### config.mk
export PLATFORM = sky130hd
export DESIGN_NAME = clk_disp_scan
export DESIGN_NICKNAME = d
export VERILOG_FILES = /design/src/rtl/clk_disp_pkg.sv /design/src/rtl/clk_bcd_conv.sv /design/src/rtl/clk_disp_scan.sv
export SDC_FILE = /design/constraint.sdc
export NUM_CORES = 1
export LEC_CHECK = 0
export CORE_MARGIN = 10
export CORE_UTILIZATION = 30
export DETAILED_ROUTE_END_ITERATION = 7
export PLACE_DENSITY = 0.54
export SLEW_MARGIN = 40
export SYNTH_ARGS = -nofsm -noshare
export SYNTH_HDL_FRONTEND = slang
export SYNTH_HIERARCHICAL = 1
export SYNTH_SLANG_ARGS = --single-unit
### constraint.sdc
create_clock -name clk -period 3 [get_ports clk]
set_input_delay 0.6 -clock clk [delete_from_list [all_inputs] [get_ports clk]]
set_output_delay 0.6 -clock clk [all_outputs]
set_load 0.01 [all_outputs]
### src/rtl/clk_disp_pkg.sv
// Shared types and helpers for the clock display scan block: conversion FSM
// states, digit count, 7-segment encoding and digit-index to anode mapping.
package clk_disp_pkg;

    typedef enum logic {
        IDLE = 1'b0,
        CONV = 1'b1
    } conv_state_t;

    localparam int NUM_DIGITS = 6;

    // Active-high gfedcba pattern for one BCD digit; codes above 9 stay blank.
    function automatic logic [6:0] seg_encode(input logic [3:0] digit);
        logic [6:0] code;
        case (digit)
            4'd0:    code = 7'h3F;
            4'd1:    code = 7'h06;
            4'd2:    code = 7'h5B;
            4'd3:    code = 7'h4F;
            4'd4:    code = 7'h66;
            4'd5:    code = 7'h6D;
            4'd6:    code = 7'h7D;
            4'd7:    code = 7'h07;
            4'd8:    code = 7'h7F;
            4'd9:    code = 7'h6F;
            default: code = 7'h00;
        endcase
        return code;
    endfunction

    // Digit index 0 is the leftmost position, which is anode bit 5.
    function automatic logic [NUM_DIGITS-1:0] digit_anode(input logic [2:0] idx);
        logic [NUM_DIGITS-1:0] onehot;
        case (idx)
            3'd0:    onehot = 6'b100000;
            3'd1:    onehot = 6'b010000;
            3'd2:    onehot = 6'b001000;
            3'd3:    onehot = 6'b000100;
            3'd4:    onehot = 6'b000010;
            3'd5:    onehot = 6'b000001;
            default: onehot = 6'b000000;
        endcase
        return onehot;
    endfunction

endpackage

### src/rtl/clk_bcd_conv.sv
// Single 6-bit binary to two-digit BCD converter. A start pulse loads the
// value; afterwards one ten is removed per cycle until the remainder drops
// below ten, at which point done is high and tens/units hold the result.
module clk_bcd_conv
    import clk_disp_pkg::*;
(
    input  logic       clk,
    input  logic       rst,
    input  logic       start,
    input  logic [5:0] value,
    output logic [3:0] tens,
    output logic [3:0] units,
    output logic       done
);

    logic [5:0] rem;

    // Load on start, otherwise peel off one ten per cycle while rem is 10 or more.
    always_ff @(posedge clk) begin
        if (rst) begin
            rem  <= '0;
            tens <= '0;
        end else if (start) begin
            rem  <= value;
            tens <= '0;
        end else if (rem >= 6'd10) begin
            rem  <= rem - 6'd10;
            tens <= tens + 4'd1;
        end
    end

    assign done  = (rem < 6'd10);
    assign units = rem[3:0];

endmodule

### src/rtl/clk_disp_scan.sv
// Six-digit multiplexed 7-segment driver for the hh:mm:ss clock. The time is
// snapshotted once per scan frame, converted to BCD by three subtract-by-ten
// engines, and the lit digit plus blinking colon are driven from registers.
module clk_disp_scan
    import clk_disp_pkg::*;
#(
    parameter int REFRESH_DIV    = 50000,
    parameter bit SEG_ACTIVE_LOW = 1'b1,
    parameter bit AN_ACTIVE_LOW  = 1'b1
) (
    input  logic                  clk,
    input  logic                  rst,
    input  logic [5:0]            hh,
    input  logic [5:0]            mm,
    input  logic [5:0]            ss,
    output logic [NUM_DIGITS-1:0] an,
    output logic [6:0]            seg,
    output logic                  dp
);

    localparam int               RC_W    = $clog2(REFRESH_DIV);
    localparam logic [RC_W-1:0]  RC_LAST = RC_W'(REFRESH_DIV - 1);

    logic [RC_W-1:0]            rc;
    logic [2:0]                 di;
    logic                       rc_done;
    logic                       wrap;
    logic                       first_cycle;
    conv_state_t                state;
    conv_state_t                state_next;
    logic                       start;
    logic                       load;
    logic                       done_hh, done_mm, done_ss;
    logic [3:0]                 tens_hh, tens_mm, tens_ss;
    logic [3:0]                 units_hh, units_mm, units_ss;
    logic [NUM_DIGITS-1:0][3:0] disp;
    logic                       ss_lsb;
    logic                       valid;
    logic [3:0]                 cur_digit;
    logic [NUM_DIGITS-1:0]      lit_an;
    logic [6:0]                 lit_seg;
    logic                       lit_dp;

    assign rc_done = (rc == RC_LAST);
    assign wrap    = rc_done && (di == 3'd5);

    // Refresh counter and digit index: each digit stays lit for REFRESH_DIV cycles.
    always_ff @(posedge clk) begin
        if (rst) begin
            rc <= '0;
            di <= '0;
        end else if (rc_done) begin
            rc <= '0;
            di <= (di == 3'd5) ? 3'd0 : di + 3'd1;
        end else begin
            rc <= rc + 1'b1;
        end
    end

    // Flags the first cycle out of reset so a snapshot is taken straight away.
    always_ff @(posedge clk) begin
        if (rst) begin
            first_cycle <= 1'b1;
        end else begin
            first_cycle <= 1'b0;
        end
    end

    // Conversion FSM state register.
    always_ff @(posedge clk) begin
        if (rst) begin
            state <= IDLE;
        end else begin
            state <= state_next;
        end
    end

    // Snapshot on trigger while idle; load the display once all three fields are done.
    always_comb begin
        state_next = state;
        start      = 1'b0;
        load       = 1'b0;
        case (state)
            IDLE: begin
                if (first_cycle || wrap) begin
                    start      = 1'b1;
                    state_next = CONV;
                end
            end
            CONV: begin
                if (done_hh && done_mm && done_ss) begin
                    load       = 1'b1;
                    state_next = IDLE;
                end
            end
            default: state_next = IDLE;
        endcase
    end

    clk_bcd_conv u_conv_hh (
        .clk   (clk),
        .rst   (rst),
        .start (start),
        .value (hh),
        .tens  (tens_hh),
        .units (units_hh),
        .done  (done_hh)
    );

    clk_bcd_conv u_conv_mm (
        .clk   (clk),
        .rst   (rst),
        .start (start),
        .value (mm),
        .tens  (tens_mm),
        .units (units_mm),
        .done  (done_mm)
    );

    clk_bcd_conv u_conv_ss (
        .clk   (clk),
        .rst   (rst),
        .start (start),
        .value (ss),
        .tens  (tens_ss),
        .units (units_ss),
        .done  (done_ss)
    );

    // Display registers hold the last finished conversion; units keep the parity of ss.
    always_ff @(posedge clk) begin
        if (rst) begin
            disp   <= '0;
            ss_lsb <= 1'b0;
            valid  <= 1'b0;
        end else if (load) begin
            disp[0] <= tens_hh;
            disp[1] <= units_hh;
            disp[2] <= tens_mm;
            disp[3] <= units_mm;
            disp[4] <= tens_ss;
            disp[5] <= units_ss;
            ss_lsb  <= units_ss[0];
            valid   <= 1'b1;
        end
    end

    // Active-high view of the currently lit digit, blanked until the first load.
    always_comb begin
        cur_digit = disp[di];
        lit_an    = '0;
        lit_seg   = '0;
        lit_dp    = 1'b0;
        if (valid) begin
            lit_an  = digit_anode(di);
            lit_seg = seg_encode(cur_digit);
            lit_dp  = ((di == 3'd1) || (di == 3'd3)) && !ss_lsb;
        end
    end

    // Registered pins with polarity applied only at the boundary.
    always_ff @(posedge clk) begin
        if (rst) begin
            an  <= {NUM_DIGITS{AN_ACTIVE_LOW}};
            seg <= {7{SEG_ACTIVE_LOW}};
            dp  <= SEG_ACTIVE_LOW;
        end else begin
            an  <= lit_an ^ {NUM_DIGITS{AN_ACTIVE_LOW}};
            seg <= lit_seg ^ {7{SEG_ACTIVE_LOW}};
            dp  <= lit_dp ^ SEG_ACTIVE_LOW;
        end
    end

endmodule

==> flow_summary.html <==
<!-- implementation run metrics -->
<table>
<tr><th>Metric</th><th>Value</th></tr>
<tr><th colspan="2">Run status</th></tr>
<tr><td>Run status</td><td>finished clean</td></tr>
<tr><th colspan="2">Floorplan</th></tr>
<tr><td>Area inside the core boundary</td><td>14000 µm²</td></tr>
<tr><td>Io pins</td><td>34</td></tr>
<tr><td>Number of rows in the core area</td><td>43</td></tr>
<tr><td>Initial Utilization</td><td>0.309</td></tr>
<tr><td>Die x size</td><td>140 µm</td></tr>
<tr><th colspan="2">Synth</th></tr>
<tr><td>Cells after synthesis</td><td>499</td></tr>
<tr><td>Flip-flop cell with the highest count after synthesis</td><td>sky130_fd_sc_hd__dfxtp_1</td></tr>
<tr><td>Combinational family with the most area after synthesis</td><td>simple AND/OR/NAND/NOR gates</td></tr>
<tr><td>Top cells by instance count after synthesis</td><td>sky130_fd_sc_hd__dfxtp_1 (90), sky130_fd_sc_hd__nand2_1 (77), sky130_fd_sc_hd__nor2_1 (45)</td></tr>
<tr><td>Share of flip-flops with an asynchronous set or reset after synthesis</td><td>0</td></tr>
<tr><td>Syn. warnings</td><td>6</td></tr>
<tr><td>Library cells used by synthesis</td><td>49</td></tr>
<tr><td>Post-Syn Area</td><td>4320 µm²</td></tr>
<tr><td>Yosys synthesis chip area</td><td>4320 µm²</td></tr>
<tr><td>Synthesized netlist net count</td><td>532</td></tr>
<tr><td>Largest cells by area</td><td>sky130_fd_sc_hd__dfxtp_1 (42%), sky130_fd_sc_hd__nand2_1 (6.7%), sky130_fd_sc_hd__a21oi_1 (4.5%), sky130_fd_sc_hd__mux2i_1 (4.4%), sky130_fd_sc_hd__nor2_1 (3.9%)</td></tr>
<tr><td>Number of cells in the yosys synthesis report</td><td>499</td></tr>
<tr><td>Area fraction of the dominant cell type after synthesis</td><td>0.417</td></tr>
<tr><td>Most frequent cell after synthesis</td><td>sky130_fd_sc_hd__dfxtp_1</td></tr>
<tr><td>Cell taking the most area after synthesis</td><td>sky130_fd_sc_hd__dfxtp_1</td></tr>
<tr><td>Area share of and/or/nand/nor cells after synthesis</td><td>0.203</td></tr>
<tr><td>EDFF count, synth</td><td>0</td></tr>
<tr><th colspan="2">Final layout</th></tr>
<tr><td>Antenna diode count</td><td>0</td></tr>
<tr><td>Number of flip-flops in the largest register</td><td>24</td></tr>
<tr><td>Fillcell total</td><td>1463</td></tr>
<tr><td>Post-route standard cell area excluding fillers</td><td>4970 µm²</td></tr>
<tr><td>Top Registers</td><td>disp x24, rc x16, seg x7</td></tr>
<tr><td>Non-filler instance count after layout</td><td>698</td></tr>
<tr><td>Most frequent logic cells in the routed design</td><td>sky130_fd_sc_hd__dfxtp_1 (90), sky130_fd_sc_hd__nand2_1 (77), sky130_fd_sc_hd__nor2_1 (44)</td></tr>
<tr><td>Utilization after layout</td><td>0.355</td></tr>
<tr><td>Combined flip-flop and latch cell area</td><td>1800 µm²</td></tr>
<tr><th colspan="2">Global route</th></tr>
<tr><td>Pin count of the biggest net entering global routing</td><td>26</td></tr>
<tr><td>Via count of the first global-routing pass</td><td>3293</td></tr>
<tr><td>Antenna violations before repair</td><td>0</td></tr>
<tr><th colspan="2">Drt</th></tr>
<tr><td>Avg Vias per Cell</td><td>4.98</td></tr>
<tr><td>DR DRC count</td><td>0</td></tr>
<tr><td>Post-route antenna net violation count</td><td>0</td></tr>
<tr><th colspan="2">Placement</th></tr>
<tr><td>Routability cong.</td><td>0.790</td></tr>
<tr><td>Post-Place Cells</td><td>682</td></tr>
<tr><th colspan="2">Worst setup path</th></tr>
<tr><td>Path type of the worst setup path</td><td>reg -&gt; reg</td></tr>
<tr><td>Length in cells of the worst reg-to-reg path</td><td>8</td></tr>
<tr><td>CP cell instances</td><td>or4b_4 -&gt; nor4_1 -&gt; a21oi_1 -&gt; nor2_2 -&gt; buf_4 -&gt; inv_1 -&gt; o21ai_0 -&gt; a31oi_1</td></tr>
<tr><td>Max stage delay on crit path</td><td>0.55 ns</td></tr>
<tr><td>Family with the most delay on the worst path</td><td>simple AND/OR/NAND/NOR gates</td></tr>
<tr><td>Maximum fanout count along the critical path</td><td>24</td></tr>
<tr><td>Worst R2R End</td><td>u_conv_hh/rem[3]</td></tr>
<tr><td>Kind of start point of the critical path</td><td>flip-flop</td></tr>
<tr><td>Data required time at the worst endpoint</td><td>3.22 ns</td></tr>
<tr><td>Cell with the biggest individual delay on the critical path</td><td>sky130_fd_sc_hd__or4b_4</td></tr>
<tr><th colspan="2">Final timing</th></tr>
<tr><td>Setup Viol. Count Final</td><td>0</td></tr>
<tr><td>Setup repair after global routing missed its margin</td><td>no</td></tr>
<tr><td>Setup Skew</td><td>0.00570 ns</td></tr>
<tr><td>Total count of hold-check failures in the final report</td><td>0</td></tr>
<tr><td>Slew Limit Fails</td><td>0</td></tr>
<tr><td>Relative max-transition margin</td><td>0.653</td></tr>
<tr><td>Worst path setup slack after routing</td><td>0.554 ns</td></tr>
<tr><th colspan="2">Hold path</th></tr>
<tr><td>Kind of path behind the tightest hold check</td><td>reg -&gt; reg</td></tr>
<tr><td>End of the worst hold path</td><td>disp[3]</td></tr>
<tr><td>Cell depth of the worst hold path</td><td>2</td></tr>
<tr><th colspan="2">Pwr</th></tr>
<tr><td>Portion of total power attributed to sequential cells</td><td>0.480</td></tr>
<tr><td>Sum of internal, switching and leakage power</td><td>0.00277 W</td></tr>
<tr><td>Clock network power share</td><td>0.403</td></tr>
<tr><td>Part of the power in combinational logic</td><td>0.117</td></tr>
<tr><th colspan="2">Clock network</th></tr>
<tr><td>Number of buffers added by the clock tree synthesis step</td><td>9</td></tr>
<tr><td>Number of gates given a new drive strength after cts</td><td>0</td></tr>
<tr><td>Number of levels the H-tree was split into</td><td>3</td></tr>
<tr><td>Setup fix buffers added after clock tree synthesis</td><td>0</td></tr>
<tr><td>CTS hold repair buffers</td><td>0</td></tr>
<tr><td>Clock buffer depth</td><td>2</td></tr>
<tr><th colspan="2">Job</th></tr>
<tr><td>Max-cap violation count</td><td>0</td></tr>
</table>
[logic make-up after synthesis]
logic type | Yosys count
mux | 24
compound gates | 110
flops | 90
simple gates | 187
fa+ha+maj | 13
xor+xnor | 16
buf+inv | 59
[routing by layer]
metal,global-route usage,vias up,routed length (µm)
li1,-,1760,-
met1,0.129,1637,4720
met2,0.140,62,4210
met3,0.0230,14,412
met4,0.0571,0,239
met5,0,-,0
[layout make-up]
| type | instances | share of cell area |
|---|---|---|
| Multi-Input combinational cell | 350 | 0.442 |
| Sequential cell | 90 | 0.363 |
| Timing Repair Buffer | 39 | 0.0746 |
| Clock buffer | 11 | 0.0469 |
| Tap cell | 180 | 0.0453 |
| Inverter | 23 | 0.0174 |
| Clock inverter | 5 | 0.0111 |
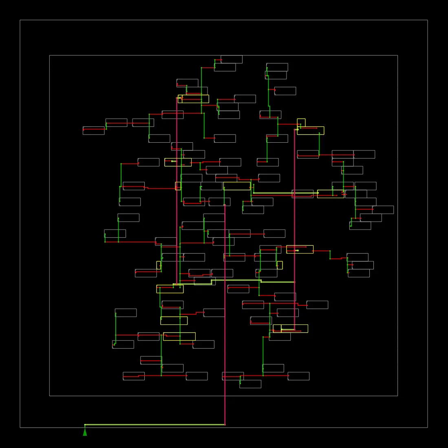
clock_nets.png
Clock Latency Late Sink: 0.35 ns
power in the clock group: 0.00112 W
clock tree buffer count of the final layout: 11
number of sequential cells: 90
TritonCTS sink count: 90

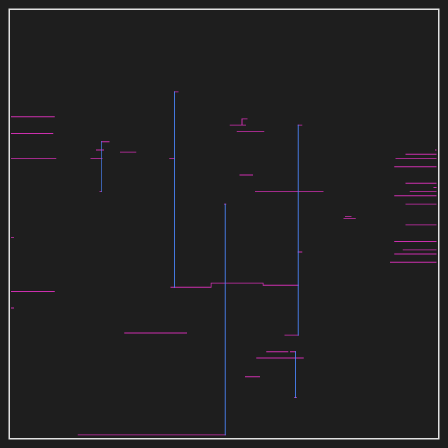
layers.png
Only two layers are drawn.
[M3] magenta | wire length: 413 µm
[M4] blue | wire length: 239 µm
Routed WL: 9.58 mm
Via Count: 3473
mean routed wirelength per cell: 13.7 µm

Power is estimated from default activity; no workload was simulated.
